==> config.mk <==
export PLATFORM = sky130hd
export DESIGN_NAME = issue_queue_stage
export DESIGN_NICKNAME = d
export VERILOG_FILES = /design/src/rtl/mpt_pkg.sv /design/src/rtl/mpt_sync_fifo.sv /design/src/rtl/issue_queue_stage.sv
export SDC_FILE = /design/constraint.sdc
export NUM_CORES = 1
export LEC_CHECK = 0
export ABC_AREA = 0
export CORE_MARGIN = 2
export CORE_UTILIZATION = 45
export CTS_CLUSTER_SIZE = 24
export DETAILED_ROUTE_END_ITERATION = 16
export PLACE_DENSITY = 0.68
export SETUP_SLACK_MARGIN = 0.15
export SLEW_MARGIN = 20
export SYNTH_ARGS = -nofsm -noshare
export SYNTH_HDL_FRONTEND = slang
export SYNTH_HIERARCHICAL = 1
export SYNTH_SLANG_ARGS = --single-unit
export TNS_END_PERCENT = 50
==> constraint.sdc <==
create_clock -name clk_i -period 3.2 [get_ports clk_i]
set_input_delay 0.96 -clock clk_i [delete_from_list [all_inputs] [get_ports clk_i]]
set_output_delay 0.96 -clock clk_i [all_outputs]
set_load 0.03 [all_outputs]
==> src/rtl/mpt_pkg.sv <==
// Shared types for the MPT walker issue path: flush control/status and issue FSM states.
package mpt_pkg;

    typedef enum logic [1:0] {
        MPT_FLUSH_NONE = 2'd0,
        MPT_FLUSH_REQ  = 2'd1
    } mptw_flush_ctrl_e;

    typedef enum logic [1:0] {
        MPT_FLUSHED_NONE      = 2'd0,
        MPT_FLUSHED_ONGOING   = 2'd1,
        MPT_FLUSHED_COMPLETED = 2'd2
    } mptw_flush_status_e;

    typedef enum logic [1:0] {
        ISSUE_RUN   = 2'd0,
        ISSUE_DRAIN = 2'd1,
        ISSUE_DONE  = 2'd2
    } issue_state_e;

    // Flush status reported for each issue-stage state.
    function automatic mptw_flush_status_e issue_flush_status(issue_state_e s);
        case (s)
            ISSUE_DRAIN: return MPT_FLUSHED_ONGOING;
            ISSUE_DONE:  return MPT_FLUSHED_COMPLETED;
            default:     return MPT_FLUSHED_NONE;
        endcase
    endfunction

endpackage

==> src/rtl/mpt_sync_fifo.sv <==
// Synchronous FIFO with registered storage, synchronous clear and no fall-through.
// Pointers carry one extra MSB so full and empty are told apart by the wrap bit.
module mpt_sync_fifo #(
    parameter int unsigned WIDTH = 32,
    parameter int unsigned DEPTH = 4
) (
    input  logic             clk_i,
    input  logic             rst_i,
    input  logic             clear_i,
    input  logic             push_i,
    input  logic [WIDTH-1:0] data_i,
    input  logic             pop_i,
    output logic [WIDTH-1:0] data_o,
    output logic             full_o,
    output logic             empty_o
);

    localparam int unsigned AW = $clog2(DEPTH);
    localparam int unsigned PW = AW + 1;

    logic [WIDTH-1:0] mem_q [DEPTH];
    logic [WIDTH-1:0] mem_d [DEPTH];
    logic [PW-1:0]    wr_ptr_q, wr_ptr_d;
    logic [PW-1:0]    rd_ptr_q, rd_ptr_d;
    logic             do_push, do_pop;

    assign empty_o = (wr_ptr_q == rd_ptr_q);
    assign full_o  = (wr_ptr_q[AW] != rd_ptr_q[AW]) &&
                     (wr_ptr_q[AW-1:0] == rd_ptr_q[AW-1:0]);
    assign data_o  = mem_q[rd_ptr_q[AW-1:0]];

    // A full FIFO still accepts a push when the head leaves in the same cycle.
    assign do_push = push_i && (!full_o || pop_i);
    assign do_pop  = pop_i && !empty_o;

    // Next storage and pointer values; clear overrides any same-cycle push/pop.
    always_comb begin
        mem_d    = mem_q;
        wr_ptr_d = wr_ptr_q;
        rd_ptr_d = rd_ptr_q;
        if (clear_i) begin
            wr_ptr_d = '0;
            rd_ptr_d = '0;
        end else begin
            if (do_push) begin
                mem_d[wr_ptr_q[AW-1:0]] = data_i;
                wr_ptr_d = wr_ptr_q + PW'(1);
            end
            if (do_pop) begin
                rd_ptr_d = rd_ptr_q + PW'(1);
            end
        end
    end

    // Storage and pointer registers.
    always_ff @(posedge clk_i) begin
        if (rst_i) begin
            mem_q    <= '{default: '0};
            wr_ptr_q <= '0;
            rd_ptr_q <= '0;
        end else begin
            mem_q    <= mem_d;
            wr_ptr_q <= wr_ptr_d;
            rd_ptr_q <= rd_ptr_d;
        end
    end

endmodule

==> src/rtl/issue_queue_stage.sv <==
// Buffered, credit-limited MPT walker issue stage with a stop/drain/complete flush.
module issue_queue_stage
    import mpt_pkg::*;
#(
    parameter int unsigned REQ_WIDTH       = 32,
    parameter int unsigned RSP_WIDTH       = 32,
    parameter int unsigned REQ_DEPTH       = 4,
    parameter int unsigned RSP_DEPTH       = 2,
    parameter int unsigned MAX_OUTSTANDING = 8
) (
    input  logic                                       clk_i,
    input  logic                                       rst_i,
    input  logic [1:0]                                 stage_slave_valid_i,
    output logic [1:0]                                 stage_slave_ready_o,
    input  logic [REQ_WIDTH-1:0]                       stage_slave_req_data_i,
    input  logic [RSP_WIDTH-1:0]                       stage_slave_rsp_data_i,
    output logic [1:0]                                 stage_master_valid_o,
    input  logic [1:0]                                 stage_master_ready_i,
    output logic [REQ_WIDTH-1:0]                       stage_master_req_data_o,
    output logic [RSP_WIDTH-1:0]                       stage_master_rsp_data_o,
    input  logic [$bits(mptw_flush_ctrl_e)-1:0]        stage_ctrl_flush_i,
    output logic [$bits(mptw_flush_status_e)-1:0]      stage_status_flushed_o,
    output logic [$clog2(MAX_OUTSTANDING+1)-1:0]       stage_status_outstanding_o,
    output logic                                       stage_status_proto_err_o
);

    localparam int unsigned     CNT_W   = $clog2(MAX_OUTSTANDING + 1);
    localparam logic [CNT_W-1:0] CNT_MAX = CNT_W'(MAX_OUTSTANDING);

    issue_state_e     state_q, state_d;
    logic [CNT_W-1:0] cnt_q, cnt_d;
    logic             perr_q, perr_d;

    logic run, flush_req, flush_start;
    logic req_full, req_empty, rsp_full, rsp_empty;
    logic req_push, issue, rsp_accept, rsp_push, rsp_pop;

    assign run         = (state_q == ISSUE_RUN);
    assign flush_req   = (stage_ctrl_flush_i == MPT_FLUSH_REQ);
    assign flush_start = run && flush_req;

    // Readies and valids come only from registered state.
    assign stage_slave_ready_o[0]  = run && !req_full;
    assign stage_slave_ready_o[1]  = !run || !rsp_full;
    assign stage_master_valid_o[0] = run && !req_empty && (cnt_q < CNT_MAX);
    assign stage_master_valid_o[1] = run && !rsp_empty;

    assign req_push   = stage_slave_valid_i[0] && stage_slave_ready_o[0];
    assign issue      = stage_master_valid_o[0] && stage_master_ready_i[0];
    assign rsp_accept = stage_slave_valid_i[1] && stage_slave_ready_o[1];
    assign rsp_push   = rsp_accept && run;
    assign rsp_pop    = stage_master_valid_o[1] && stage_master_ready_i[1];

    assign stage_status_flushed_o     = issue_flush_status(state_q);
    assign stage_status_outstanding_o = cnt_q;
    assign stage_status_proto_err_o   = perr_q;

    mpt_sync_fifo #(
        .WIDTH(REQ_WIDTH),
        .DEPTH(REQ_DEPTH)
    ) u_req_fifo (
        .clk_i  (clk_i),
        .rst_i  (rst_i),
        .clear_i(flush_start),
        .push_i (req_push),
        .data_i (stage_slave_req_data_i),
        .pop_i  (issue),
        .data_o (stage_master_req_data_o),
        .full_o (req_full),
        .empty_o(req_empty)
    );

    mpt_sync_fifo #(
        .WIDTH(RSP_WIDTH),
        .DEPTH(RSP_DEPTH)
    ) u_rsp_fifo (
        .clk_i  (clk_i),
        .rst_i  (rst_i),
        .clear_i(flush_start),
        .push_i (rsp_push),
        .data_i (stage_slave_rsp_data_i),
        .pop_i  (rsp_pop),
        .data_o (stage_master_rsp_data_o),
        .full_o (rsp_full),
        .empty_o(rsp_empty)
    );

    // Outstanding count: issue adds, response removes; a response with nothing in flight is a protocol error.
    always_comb begin
        cnt_d  = cnt_q;
        perr_d = perr_q;
        if (issue && !rsp_accept) begin
            cnt_d = cnt_q + CNT_W'(1);
        end else if (rsp_accept && !issue) begin
            if (cnt_q == '0) begin
                perr_d = 1'b1;
            end else begin
                cnt_d = cnt_q - CNT_W'(1);
            end
        end
    end

    // Flush sequencing: stop and clear, wait for in-flight responses, hold until flush is released.
    always_comb begin
        state_d = state_q;
        unique case (state_q)
            ISSUE_RUN:   if (flush_req)      state_d = ISSUE_DRAIN;
            ISSUE_DRAIN: if (cnt_q == '0)    state_d = ISSUE_DONE;
            ISSUE_DONE:  if (!flush_req)     state_d = ISSUE_RUN;
            default:                         state_d = ISSUE_RUN;
        endcase
    end

    // State, counter and sticky error registers.
    always_ff @(posedge clk_i) begin
        if (rst_i) begin
            state_q <= ISSUE_RUN;
            cnt_q   <= '0;
            perr_q  <= 1'b0;
        end else begin
            state_q <= state_d;
            cnt_q   <= cnt_d;
            perr_q  <= perr_d;
        end
    end

endmodule

==> run_1/placement.png <==
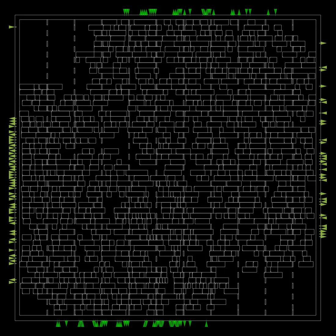
flop share of the area: 0.324
num tapcells: 285
filler instances: 1935
Core Area: 0.0224 mm2

==> run_1/by_instance.png <==
(2 px per um) Other cells in grey.
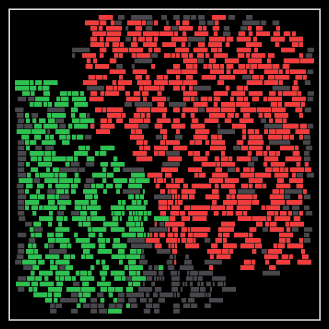
red -> `u_req_fifo`  # cells 527
green -> `u_rsp_fifo`  # cells 299

==> run_1/flops_by_reg.png <==
(4 px per um) Other sequential cells in the stronger grey, the rest of the logic in the fainter grey.
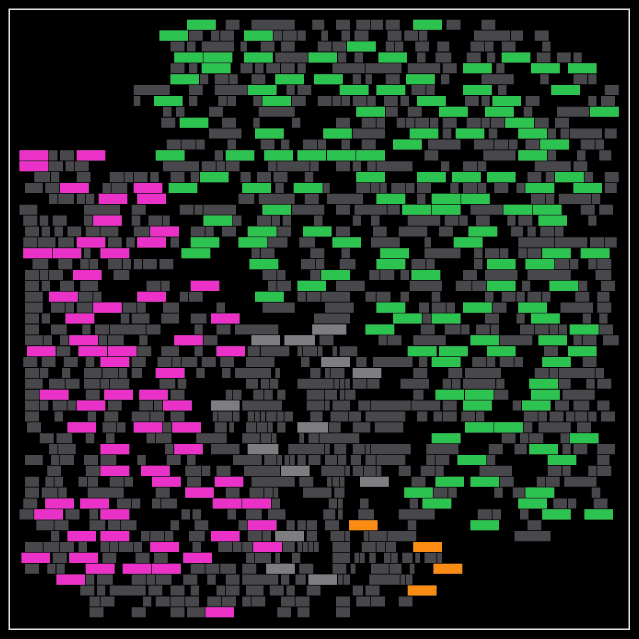
magenta -> `u_rsp_fifo/mem_q`  # sequential cells 64
orange -> `stage_status_outstanding_o`  # sequential cells 4
green -> `u_req_fifo/mem_q`  # sequential cells 128
not coloured = 13

==> run_1/layer_met3.png <==
(2 px per um)
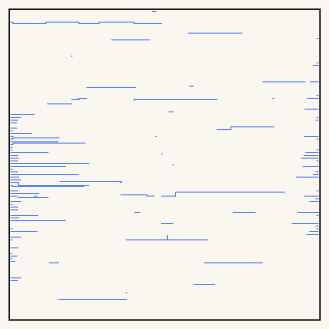
longest straight run = 54.5 um
nets with wire on the layer = 90

==> out/qor.txt, run 1 <==
Count of TritonRoute iterations in the first routing pass -> 4
Avg Cell Area, Syn -> 11.2 um2
Gpl congestion -> 0.756
Synth Area in Simple Gates -> 0.191
Post-detailed-route wirelength per cell -> 15.9 um
Clock-pin slew on the worst setup and hold paths -> 0.06 ns
Share of synthesized area spent on multiplexers -> 0.301
First element of the critical path -> u_rsp_fifo/rd_ptr_q[0]
Worst-path cell chain -> buf_12 -> mux2_2 -> clkdlybuf4s50_1
Port Buf Inserts -> 146
Number of antenna violations at the first check in global routing -> 1
Initial core utilization -> 0.455
Cell area after layout -> 0.0130 mm2
Post-synth cell types -> 52
Source of the worst hold timing path -> u_rsp_fifo/mem_q[7]
Final Worst Setup Slack -> 0.140 ns
Count of final setup violators -> 0
Path type of the worst setup path -> register to output pin
Depth of the most critical reg-to-reg path -> 13
Register with the most flip-flops -> u_req_fifo/mem_q
Number of nets at floorplan -> 996
Area added between synthesis and finish -> 26.8%
Count of warnings emitted by yosys -> 6
Total wire length after detailed routing -> 21.6 mm
Share of the clock period used by the worst path after layout -> 0.956
Number of non-clock buffers -> 177
Max capacitance violation total -> 0
Hold path cells -> 2
ClkCell Share -> 0.0669
AND-OR/OR-AND Cells, Area Fraction -> 0.0304
Adders+Majority by Area -> 0.0130
Fraction of area in multi-input gates -> 0.434
Clkbuf count -> 28
Maximum buffer depth of the clock tree -> 3
Diode count -> 1
Required time at the endpoint of the critical path -> 2.24 ns
Number of remaining DRC errors -> 0
Via count normalized by instance count -> 5.03
Final worst path period need -> 3.06 ns
Number of buffers inserted for hold repair after clock tree synthesis -> 0
Crit path largest cell delay -> 0.59 ns
Cts bufs inserted -> 24
Number of flops mapped to enable cells by yosys -> 0
Rel. slew slack -> 0.376
Capturing element of the worst setup path -> stage_master_rsp_data_o[7]
Sequential cell area -> 0.00419 mm2
Cells in synth_stat.txt -> 914
Commonest non-fill, non-tap cells in the layout -> 256 x nand2b_1, 205 x dfxtp_1, 198 x mux2i_1
Chip area estimate from yosys synthesis -> 0.0102 mm2
Placement Rows -> 55
Worst slack at placement -> -0.0241 ns
Setup repair after global routing missed its margin -> true
HPWL Detailed -> 13.9 mm
Tally of OpenROAD warnings -> 32
H-tree levels -> 1
Highest-count logic cell in the final layout -> nand2b_1
Overall die height -> 155 um
Area of the die -> 0.0239 mm2
Fin Clk Skew -> 0.0104 ns
Die outline width -> 155 um
Flip-flop count of the largest register, all copies and words added -> 128
Leakage power summed over all cells -> 0.00597 uW
Number of sequential storage elements -> 209
Minimum setup slack among reg-to-reg paths -> 0.35 ns
Via count of the first global-routing pass -> 7047
Fraction of the yosys area taken by sequential cells -> 0.410
Worst min-delay path endpoint -> u_rsp_fifo/mem_q[7]
CTS tree -> yes
Transition time at the pin with the least slew margin -> 0.933 ns
Crit path DAT -> 2.10 ns
Top cell class by occupied area -> multi-input combinational cells
Combined global-route utilization of all metal layers -> 0.177
Most used flip-flop cell after synthesis -> dfxtp_1
Source-to-sink clock delay at the later pin of the worst-skew pair -> 0.51 ns
Fin. Hold Viols -> 0
Combinational Gates -> 633
Maximum fanout encountered on the critical timing path -> 38
Result of the run -> finished, final reports clean
Layout inverter count without the clock tree -> 10
IO Pins -> 147
Pin count of the biggest net entering global routing -> 70
Gate Count Post-Synth -> 914
Class of the most critical hold timing path -> register to register
Category of the worst setup path launch point -> register
Area after DPL -> 0.0120 mm2
Slowest cell on the critical path -> clkdlybuf4s50_1
Max Slew Vio Count -> 0
Crit. End Element -> output pin
Data-path buffer share of cell area in the final layout -> 0.145
Reg-to-reg critical path startpoint -> u_req_fifo/wr_ptr_q[0]
Combinational gate area -> 0.00562 mm2
Clock tree root buffer cell -> clkbuf_16
#FFs+latches synth -> 209
# clock sinks -> 209
Count of routing violations after the opening detailed-route iteration -> 252
Nets@finish -> 1137
Achievable frequency -> 327 MHz
Asr flop ratio synth -> 0
Xor/xnor share of the synthesized area -> 0.0120
GRT Residual Overflow -> 0
==> run 1: cells by family after synthesis <==
family,Yosys count
simple gates,319
mux,263
flops,209
buf+inv,72
compound gates,30
xor+xnor,11
fa+ha+maj,10
==> run 1: report_power, final <==
group | internal, uW | switching [uW] | leakage [uW]
combinational | 819 | 910 | 0.00385
clock | 1820 | 1130 | 0.000426
sequential | 2800 | 145 | 0.00170
total | 5440 | 2180 | 0.00597
==> run 1: metal layers <==
layer	up-vias	global-route usage	share of wire	wire length [um]
li1	3436	-	-	-
met2	127	0.311	0.47	10200
met5	-	0	0	0
met4	0	0.0432	0.015	334
met3	25	0.0401	0.052	1130
met1	3245	0.222	0.46	9890
==> run 1: cell usage after synthesis, types with 8 or more instances <==
| library cell | number | area [um2] |
|---|---|---|
| nand2b_1 | 256 | 1600 |
| nor2_1 | 14 | 52.6 |
| mux4_2 | 32 | 721 |
| ha_1 | 9 | 113 |
| clkbuf_1 | 31 | 116 |
| inv_1 | 9 | 33.8 |
| buf_2 | 8 | 40.0 |
| dfxtp_1 | 209 | 4180 |
| mux2i_1 | 198 | 1980 |
| nand2_1 | 20 | 75.1 |
| buf_6 | 19 | 214 |
| mux2_2 | 32 | 360 |
==> run 1: stage by stage <==
step	total power (uW)	hold WS [ns]	std cells	util
2_1_floorplan	4190	0.445	914	-
3_3_place_gp	4760	0.454	1312	0.536
3_5_place_dp	4780	0.462	1312	0.536
5_1_grt	7950	0.486	1359	0.577
6_report	7620	0.467	1359	0.577
4_1_cts	7740	0.474	1357	0.575
==> run 1: repair_timing <==
action | CTS | global route
buffers inserted | 1 | 1
setup endpoints to repair | 67 | 56
gates resized | 55 | 31
==> run 1: critical path, delay by kind of cell (launching register included) <==
family,cells,cell delay [ns]
DFF,1,0.36
muxes,1,0.37
buffers and inverters,2,0.83
==> run 2, diff against run 1 <==
- CORE_UTILIZATION: 45 -> 55
- PLACE_DENSITY: 0.68 -> 0.81
==> run_2/placement.png <==
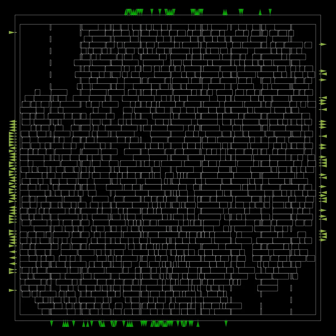
number of sequential storage elements: 209
Placement Rows: 49
Finished Core Util: 0.705
Core Area: 0.0181 mm2
Final Instance Count excl. Fillers: 1301

==> run_2/by_instance.png <==
(3 px per um) Other cells in grey.
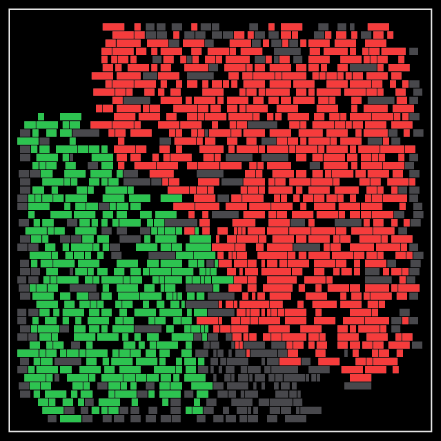
red -> `u_req_fifo`  # cells 526
green -> `u_rsp_fifo`  # cells 301
not coloured = 245

==> run 2 against run 1 <==
Global-route usage rose by 3.9 points. Largest power group is now registers. Sequential cell count is the same. Largest cell class unchanged. Wire length is 0.44% lower. Worst setup slack lost 0.024 ns. Critical path type unchanged.
==> out/qor.txt, run 2 <==
Final worst path period need -> 3.08 ns (+0.0238 ns)
Max capacitance violation total -> 0 (unchanged)
Nets@finish -> 1138 (+0.088%)
Post-detailed-route wirelength per cell -> 16.5 um (+4.0%)
Count of warnings emitted by yosys -> 6 (unchanged)
Synth top cell by count -> nand2b_1
Setup repair after global routing missed its margin -> true
Maximum fanout encountered on the critical timing path -> 6 (-84%)
Crit path DAT -> 2.12 ns (+0.02 ns)
Cell type with the highest aggregate area in the netlist -> dfxtp_1
Class of the most critical hold timing path -> register to register
Hold slack -> 0.468 ns (+0.00118 ns)
Maximum buffer depth of the clock tree -> 3 (unchanged)
Chip area estimate from yosys synthesis -> 0.0102 mm2 (unchanged)
Cell area after layout -> 0.0127 mm2 (-1.6%)
Category of the worst setup path launch point -> register
Count of routing violations after the opening detailed-route iteration -> 203 (-19%)
Crit. End Element -> output pin
Total wire length after detailed routing -> 21.5 mm (-0.44%)
Total power consumption of the routed design -> 7330 uW (-3.8%)
Initial core utilization -> 0.565 (+0.109)
Buffer-and-inverter tally for the worst setup path -> 1 (-1)
Leakage power summed over all cells -> 0.00571 uW (-4.4%)
Minimum setup slack among reg-to-reg paths -> 0.41 ns (+0.06 ns)
Count of final setup violators -> 0 (unchanged)
Register with the most flip-flops -> u_req_fifo/mem_q
Transition time at the pin with the least slew margin -> 0.957 ns (+0.0241 ns)
Crit path largest cell delay -> 0.67 ns (+0.08 ns)
Area of the die -> 0.0197 mm2 (-18%)
Filler instances -> 1351 (-30%)
Rel. slew slack -> 0.360 (-0.0161)
Gate Count Post-Synth -> 914 (unchanged)
Share of the clock period used by the worst path after layout -> 0.964 (+0.00745)
Asr flop ratio synth -> 0 (unchanged)
Path type of the worst setup path -> register to output pin
Area added between synthesis and finish -> 24.8%
Number of antenna violations at the first check in global routing -> 0 (-1)
Gate family responsible for the most delay along the worst path -> buffers and inverters
Fin Clk Skew -> 0.0100 ns (-0.000372 ns)
IO Pins -> 147 (unchanged)
Worst-path cell chain -> xnor2_2 -> nor2_1 -> nand2_1 -> clkdlybuf4s50_1
First element of the critical path -> u_rsp_fifo/rd_ptr_q[1]
Synth area leaders -> dfxtp_1 41%, mux2i_1 19%, nand2b_1 16%
Max Slew Vio Count -> 0 (unchanged)
Share of synthesized area spent on multiplexers -> 0.301 (unchanged)
Overall die height -> 140 um (-9.3%)
Port Buf Inserts -> 146 (unchanged)
Depth of the most critical reg-to-reg path -> 14 (+1)
Pin count of the biggest net entering global routing -> 70 (unchanged)
Tally of OpenROAD warnings -> 32 (unchanged)
Result of the run -> finished, final reports clean
H-tree levels -> 1 (unchanged)
Cells in synth_stat.txt -> 914 (unchanged)
Fraction of the yosys area taken by sequential cells -> 0.410 (unchanged)
Clock tree root buffer cell -> clkbuf_16
Cts bufs inserted -> 22 (-8.3%)
AND-OR/OR-AND Cells, Area Fraction -> 0.0304 (unchanged)
Xor/xnor share of the synthesized area -> 0.0120 (unchanged)
Number of buffers inserted for hold repair after clock tree synthesis -> 0 (unchanged)
CTS tree -> yes
Die outline width -> 140 um (-9.3%)
Fin. Hold Viols -> 0 (unchanged)
#FFs+latches synth -> 209 (unchanged)
Synth cell count leaders -> 256 x nand2b_1, 209 x dfxtp_1, 198 x mux2i_1, 32 x mux2_2, 32 x mux4_2
Number of nets at floorplan -> 996 (unchanged)
Fraction of synthesized cell area taken by the top area cell type -> 0.410 (unchanged)
Via count of the first global-routing pass -> 7228 (+2.6%)
==> run 2: how the worst min path moves through the flow <==
stage | from | end | slack (ns) | cells past startpoint
finish | u_rsp_fifo/mem_q[9] | u_rsp_fifo/mem_q[9] | 0.47 | 2
global route | u_req_fifo/mem_q[10] | u_req_fifo/mem_q[10] | 0.49 | 2
CTS | u_rsp_fifo/mem_q[9] | u_rsp_fifo/mem_q[9] | 0.47 | 2
detailed placement | u_rsp_fifo/mem_q[27] | u_rsp_fifo/mem_q[27] | 0.46 | 2
global placement | stage_status_proto_err_o | stage_status_proto_err_o | 0.45 | 2
floorplan | u_rsp_fifo/mem_q[1] | u_rsp_fifo/mem_q[1] | 0.45 | 2
==> run 2: routing by layer <==
metal	wire (um)	track usage	vias up
li1	-	-	3416
met1	9520	0.275	3317
met2	10300	0.376	153
met3	1300	0.0506	32
met4	380	0.0510	0
met5	0	0	-
==> run 2: power breakdown <==
part	internal, uW	leakage (uW)	total (uW)	switching, uW
sequential	2800	0.00170	2950	151
combinational	808	0.00363	1720	916
clock	1640	0.000382	2660	1030
==> run 2: per-stage QoR <==
step / setup WS, ns / setup TNS, ns
after global placement: 0.0421 / 0
after floorplan: 0.255 / 0
final: 0.117 / 0
after global routing: 0.0252 / 0
after CTS: -0.0667 / -0.124
after detailed placement: -0.00686 / -0.00686
==> run 2: area by class of cell <==
class	instances	area [um2]	share of cell area
Clock inverter	6	80.1	0.00628
Inverter	10	37.5	0.00294
Tap cell	229	287	0.0225
Sequential cell	209	4190	0.329
Clock buffer	34	687	0.0539
Timing Repair Buffer	180	1820	0.143
Multi-Input combinational cell	633	5640	0.442
==> run 2: timing repair <==
action,4_1_cts,5_1_grt
pin swaps,0,0
setup buffers,2,0
setup endpoints to repair,67,6
cloned,1,0
gates resized,63,8
Power is estimated from default activity; no workload was simulated.
